[src/rtl/psw_conditioner.sv]
// Push-switch input conditioner: sync, debounce, press pulses, sticky flags, CPU read-and-clear, IRQ.
// Define PSW_AUTOREPEAT_EN to add per-line auto-repeat press events while a switch is held.
module psw_conditioner #(
    parameter int unsigned N_SW      = 20,
    parameter int unsigned TICK_DIV  = 50000,
    parameter int unsigned DB_TICKS  = 4,
    parameter int unsigned REP_DELAY = 50,
    parameter int unsigned REP_RATE  = 10
) (
    input  logic            CLK,
    input  logic            RST,
    input  logic [N_SW-1:0] PSW_IN,
    output logic [N_SW-1:0] PSW_LEVEL,
    output logic [N_SW-1:0] PSW_PRESS,
    output logic [N_SW-1:0] EVT_PEND,
    input  logic            RD_STB,
    output logic [N_SW-1:0] RD_DATA,
    output logic            RD_VALID,
    output logic            IRQ
);

    localparam int unsigned DIV_W = ($clog2(TICK_DIV) < 1) ? 1 : $clog2(TICK_DIV);
    localparam int unsigned DB_W  = ($clog2(DB_TICKS) < 1) ? 1 : $clog2(DB_TICKS);

    logic [N_SW-1:0]  sync1_q, sync2_q;
    logic [DIV_W-1:0] div_q, div_d;
    logic             tick;
    logic [N_SW-1:0]  sw;
    logic [N_SW-1:0]  level_q, level_d;
    logic [DB_W-1:0]  db_cnt_q [N_SW];
    logic [DB_W-1:0]  db_cnt_d [N_SW];
    logic [N_SW-1:0]  rep_fire;
    logic [N_SW-1:0]  press_q, press_d;
    logic [N_SW-1:0]  pend_q, pend_d;
    logic [N_SW-1:0]  rd_data_q, rd_data_d;
    logic             rd_valid_q;
    logic             irq_q;

    assign sw   = ~sync2_q;
    assign tick = (div_q == DIV_W'(TICK_DIV - 1));

    always_comb begin
        div_d = tick ? '0 : div_q + DIV_W'(1);
    end

    // Any tick on which the synchronised line agrees with the level restarts the count.
    always_comb begin
        level_d  = level_q;
        db_cnt_d = db_cnt_q;
        if (tick) begin
            for (int unsigned i = 0; i < N_SW; i++) begin
                if (sw[i] != level_q[i]) begin
                    if (db_cnt_q[i] == DB_W'(DB_TICKS - 1)) begin
                        level_d[i]  = sw[i];
                        db_cnt_d[i] = '0;
                    end else begin
                        db_cnt_d[i] = db_cnt_q[i] + DB_W'(1);
                    end
                end else begin
                    db_cnt_d[i] = '0;
                end
            end
        end
    end

`ifdef PSW_AUTOREPEAT_EN
    localparam int unsigned REP_MAX = (REP_DELAY > REP_RATE) ? REP_DELAY : REP_RATE;
    localparam int unsigned REP_W   = ($clog2(REP_MAX) < 1) ? 1 : $clog2(REP_MAX);

    logic [REP_W-1:0] rep_cnt_q [N_SW];
    logic [REP_W-1:0] rep_cnt_d [N_SW];
    logic [N_SW-1:0]  rep_arm_q, rep_arm_d;

    // rep_arm selects the period: initial delay until the first repeat, then the repeat rate.
    always_comb begin
        rep_cnt_d = rep_cnt_q;
        rep_arm_d = rep_arm_q;
        rep_fire  = '0;
        for (int unsigned i = 0; i < N_SW; i++) begin
            if (!level_q[i] || !level_d[i]) begin
                rep_cnt_d[i] = '0;
                rep_arm_d[i] = 1'b0;
            end else if (tick) begin
                if (rep_cnt_q[i] == (rep_arm_q[i] ? REP_W'(REP_RATE - 1) : REP_W'(REP_DELAY - 1))) begin
                    rep_fire[i]  = 1'b1;
                    rep_cnt_d[i] = '0;
                    rep_arm_d[i] = 1'b1;
                end else begin
                    rep_cnt_d[i] = rep_cnt_q[i] + REP_W'(1);
                end
            end
        end
    end

    always_ff @(posedge CLK) begin
        if (RST) begin
            rep_arm_q <= '0;
            for (int unsigned i = 0; i < N_SW; i++) rep_cnt_q[i] <= '0;
        end else begin
            rep_arm_q <= rep_arm_d;
            rep_cnt_q <= rep_cnt_d;
        end
    end
`else
    assign rep_fire = '0;
`endif

    // A press arriving with the strobe survives the clear and stays out of the snapshot.
    always_comb begin
        press_d   = (level_d & ~level_q) | rep_fire;
        pend_d    = (RD_STB ? '0 : pend_q) | press_q;
        rd_data_d = RD_STB ? pend_q : rd_data_q;
    end

    always_ff @(posedge CLK) begin
        if (RST) begin
            sync1_q    <= '1;
            sync2_q    <= '1;
            div_q      <= '0;
            level_q    <= '0;
            press_q    <= '0;
            pend_q     <= '0;
            rd_data_q  <= '0;
            rd_valid_q <= 1'b0;
            irq_q      <= 1'b0;
            for (int unsigned i = 0; i < N_SW; i++) db_cnt_q[i] <= '0;
        end else begin
            sync1_q    <= PSW_IN;
            sync2_q    <= sync1_q;
            div_q      <= div_d;
            level_q    <= level_d;
            db_cnt_q   <= db_cnt_d;
            press_q    <= press_d;
            pend_q     <= pend_d;
            rd_data_q  <= rd_data_d;
            rd_valid_q <= RD_STB;
            irq_q      <= |pend_q;
        end
    end

    assign PSW_LEVEL = level_q;
    assign PSW_PRESS = press_q;
    assign EVT_PEND  = pend_q;
    assign RD_DATA   = rd_data_q;
    assign RD_VALID  = rd_valid_q;
    assign IRQ       = irq_q;

endmodule
[config.mk]
export PLATFORM = sky130hd
export DESIGN_NAME = psw_conditioner
export DESIGN_NICKNAME = d
export VERILOG_FILES = /design/src/rtl/psw_conditioner.sv
export SDC_FILE = /design/constraint.sdc
export NUM_CORES = 1
export LEC_CHECK = 0
export ABC_CLOCK_PERIOD_IN_PS = 2100
export CORE_ASPECT_RATIO = 0.9
export CORE_MARGIN = 5
export CORE_UTILIZATION = 40
export DETAILED_ROUTE_END_ITERATION = 10
export PLACE_DENSITY_LB_ADDON = 0.08
export SYNTH_ARGS = -nofsm -noshare
export SYNTH_HDL_FRONTEND = slang
export SYNTH_SLANG_ARGS = --single-unit
[constraint.sdc]
create_clock -name CLK -period 2.1 [get_ports CLK]
set_input_delay 0.42 -clock CLK [delete_from_list [all_inputs] [get_ports CLK]]
set_output_delay 0.42 -clock CLK [all_outputs]
set_load 0.02 [all_outputs]
layer_met4.png
Drawn at 4 px/micron. Supply wires on this layer in grey. Cells faint in the background.
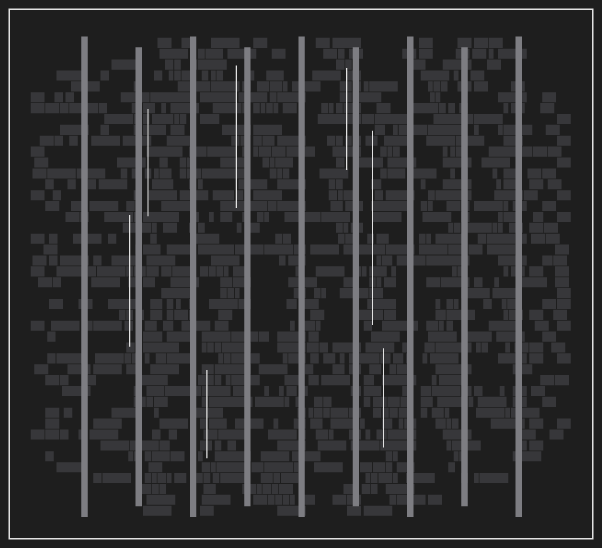
share of all routed wire	1.5%
nets with wire on the layer	3
main direction	vertical
longest straight run	48.3 microns

clocks.png
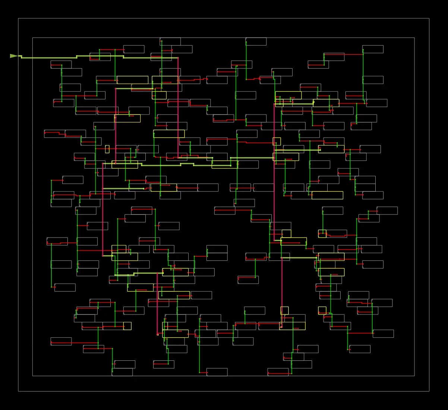
layout clock buffer count: 20
worst skew pair latency: 0.42 ns
flop count: 178
CTS Buf Count: 17
Clk. pwr: 3.35 mW

## worst max-delay path: stages (launching register included)
cell and delay (ns):
dfxtp_1 0.36, ha_1 0.17, and3_1 0.26, nand4_4 0.14, buf_12 0.24, or4b_1 0.51, a21oi_1 0.16
## cell type report
| class | count | area (sq um) | share of cell area, % |
|---|---|---|---|
| inverter | 22 | 82.6 | 0.963 |
| timing repair buffer | 126 | 1240 | 14.5 |
| clock buffer | 20 | 457 | 5.33 |
| multi-input combinational | 432 | 2790 | 32.6 |
| tap | 207 | 259 | 3.02 |
| sequential | 178 | 3560 | 41.6 |
| clock inverter | 12 | 179 | 2.09 |
## cells by family after synthesis
kind of cell,synth area share [%]
AND-OR/OR-AND,7.76
XOR/XNOR,4.50
adder cells (fa/ha/maj),3.97
buffers and inverters,3.90
flip-flops,53.9
multiplexers,3.03
AND/OR/NAND/NOR,23.0
## report_power, final
group	internal (mW)	switching, mW
clock	2.05	1.29
sequential	3.42	0.0228
combinational	0.0950	0.0909
## flip-flops by register name (all words and copies together), names as in the netlist
signal / flops
db_cnt_q: 40
EVT_PEND: 20
PSW_LEVEL: 20
PSW_PRESS: 20
RD_DATA: 20
sync1_q: 20
sync2_q: 20
div_q: 16
IRQ: 1
RD_VALID: 1
## metrics by stage
step | hold slack [ns] | power, mW | instances | util [%] | setup WS (ns)
global route | 0.424 | 7.24 | 997 | 53.0 | 0.0104
global placement | 0.392 | 3.70 | 965 | 49.0 | 0.236
detailed placement | 0.394 | 3.70 | 965 | 49.0 | 0.172
floorplan | 0.389 | 3.62 | 671 | - | 0.239
CTS | 0.410 | 7.06 | 997 | 53.0 | 0.145
finish | 0.409 | 6.98 | 997 | 53.0 | 0.145
==> impl_metrics.env <==
# yosys + openroad results
export IMPL_status="finished clean"
export IMPL_endpoint="db_cnt_q[34]"
export IMPL_n_fill_cell=1456
export IMPL_drt_wl_total_microns=14500
export IMPL_postCtsSetupRepairBufs=0
export IMPL_antenna_cells=0
export IMPL_drt_iter0_drc=295
export IMPL_grt_pass1_wl_microns=23800
export IMPL_cap_violations=0
export IMPL_synth_top_area_share_pct=53.9
export IMPL_cts_num_sinks=178
export IMPL_r2r_end="db_cnt_q[34]"
export IMPL_cp_max_fo=89
export IMPL_path_clk_slew_ns=0.07
export IMPL_antenna_found_initial=0
export IMPL_finalMaxSlewViolations=0
export IMPL_route_top_layer_used="met4"
export IMPL_place_congestion=0.841
export IMPL_critPathArrivalTime_ns=2.31
export IMPL_firstDrtPassIters=4
export IMPL_cp_startpoint="div_q[1]"
export IMPL_met1Wirelength_microns=7500
export IMPL_yosysSeqAreaShare_pct=53.9
export IMPL_whs_endpoint="sync2_q[5]"
export IMPL_openroad_warnings=28
export IMPL_drc=0
export IMPL_grt_pass1_vias=4669
export IMPL_vias_per_cell=4.97
export IMPL_tightest_slew_ns=0.638
export IMPL_io_pins=105
export IMPL_die_w_microns=146
export IMPL_crit_path_end_kind="register"
export IMPL_p_leak_nw=3.09
export IMPL_hold_class="reg2reg"
export IMPL_layout_min_cycle_time_ns=1.95
export IMPL_syn_avg_cell_area_sq_um=9.85
export IMPL_dr_wl_met2_microns=5930
export IMPL_setup_violations=0
export IMPL_layout_top_cell="dfxtp_1"
export IMPL_place_area_sq_um=7940
export IMPL_syn2layout_area_growth_pct=29.6
export IMPL_root_buffer="clkbuf_16"
export IMPL_reg2reg_depth=6
export IMPL_p_per_area_nw_per_um2=814
export IMPL_grtUsageTotal_pct=15.0
export IMPL_coreArea_sq_um=16200
export IMPL_crit_reg2reg_launch="div_q[1]"
export IMPL_die_h_microns=132
export IMPL_avgRoutedWirePerCell_microns=14.6
export IMPL_largest_area_cell="dfxtp_1"
export IMPL_dpl_hpwl_microns=10000
export IMPL_fmax_mhz=512
export IMPL_ys_area_sq_um=6610
export IMPL_h_tree_depth=4
export IMPL_busiest_layer="met1"
export IMPL_min_period_over_period_pct=93.1
export IMPL_synth_ff_latch_count=178
export IMPL_vdd_drop_max_mv=0.598
export IMPL_topCellsByArea="dfxtp_1, a21oi_1, ha_1, or2_2, xnor2_1"
export IMPL_fin_area_sq_um=8570
export IMPL_met3_usage_pct=4.33
export IMPL_syn_area_sq_um=6610
export IMPL_wl_met3_microns=896
export IMPL_tns_ns=0
export IMPL_hold_path_startpoint="sync1_q[5]"
export IMPL_fin_skew_ns=0.00543
export IMPL_finalHoldViolCount=0
export IMPL_cp_data_required_time_ns=2.45
export IMPL_top_cell="dfxtp_1"
export IMPL_ant_nets=0
export IMPL_layout_top_cells="dfxtp_1, clkdlybuf4s50_1, a21oi_1"
export IMPL_synthTopCellsByCount="dfxtp_1, a21oi_1, nor2_1"
export IMPL_hold_depth=1
export IMPL_met1_usage_pct=21.7
export IMPL_ys_cells=671
export IMPL_layout_drive_gt1_share_pct=12.8
export IMPL_die_area_sq_um=19200
export IMPL_ff_type="dfxtp_1"
export IMPL_synthCells=671
export IMPL_syn_num_nets=715
export IMPL_async_reset_ff_share_pct=0
export IMPL_clockBufferDepth=2
export IMPL_grt_overflow=0
export IMPL_grt_max_degree=146
export IMPL_yosysWarnings=0
export IMPL_ctsResizeCount=0
export IMPL_cts_hold_buf=0
export IMPL_row_count=44
export IMPL_reg2reg_slack_ns=0.15
export IMPL_maxSlewHeadroom_pct=57.4
export IMPL_cts_tree="built"
export IMPL_fin_nets=821
export IMPL_startpoint_type="register"
export IMPL_port_buffers=104
export IMPL_rsz0062_at_grt="false"
export IMPL_vias=4951
export IMPL_fp_utilization_pct=40.9
export IMPL_grtUsageMet2_pct=21.4
export IMPL_synth_cell_types=35
export IMPL_criticalPathCategory="reg2reg"
export IMPL_enable_flop_cells=0
Power and IR drop assume default switching activity.
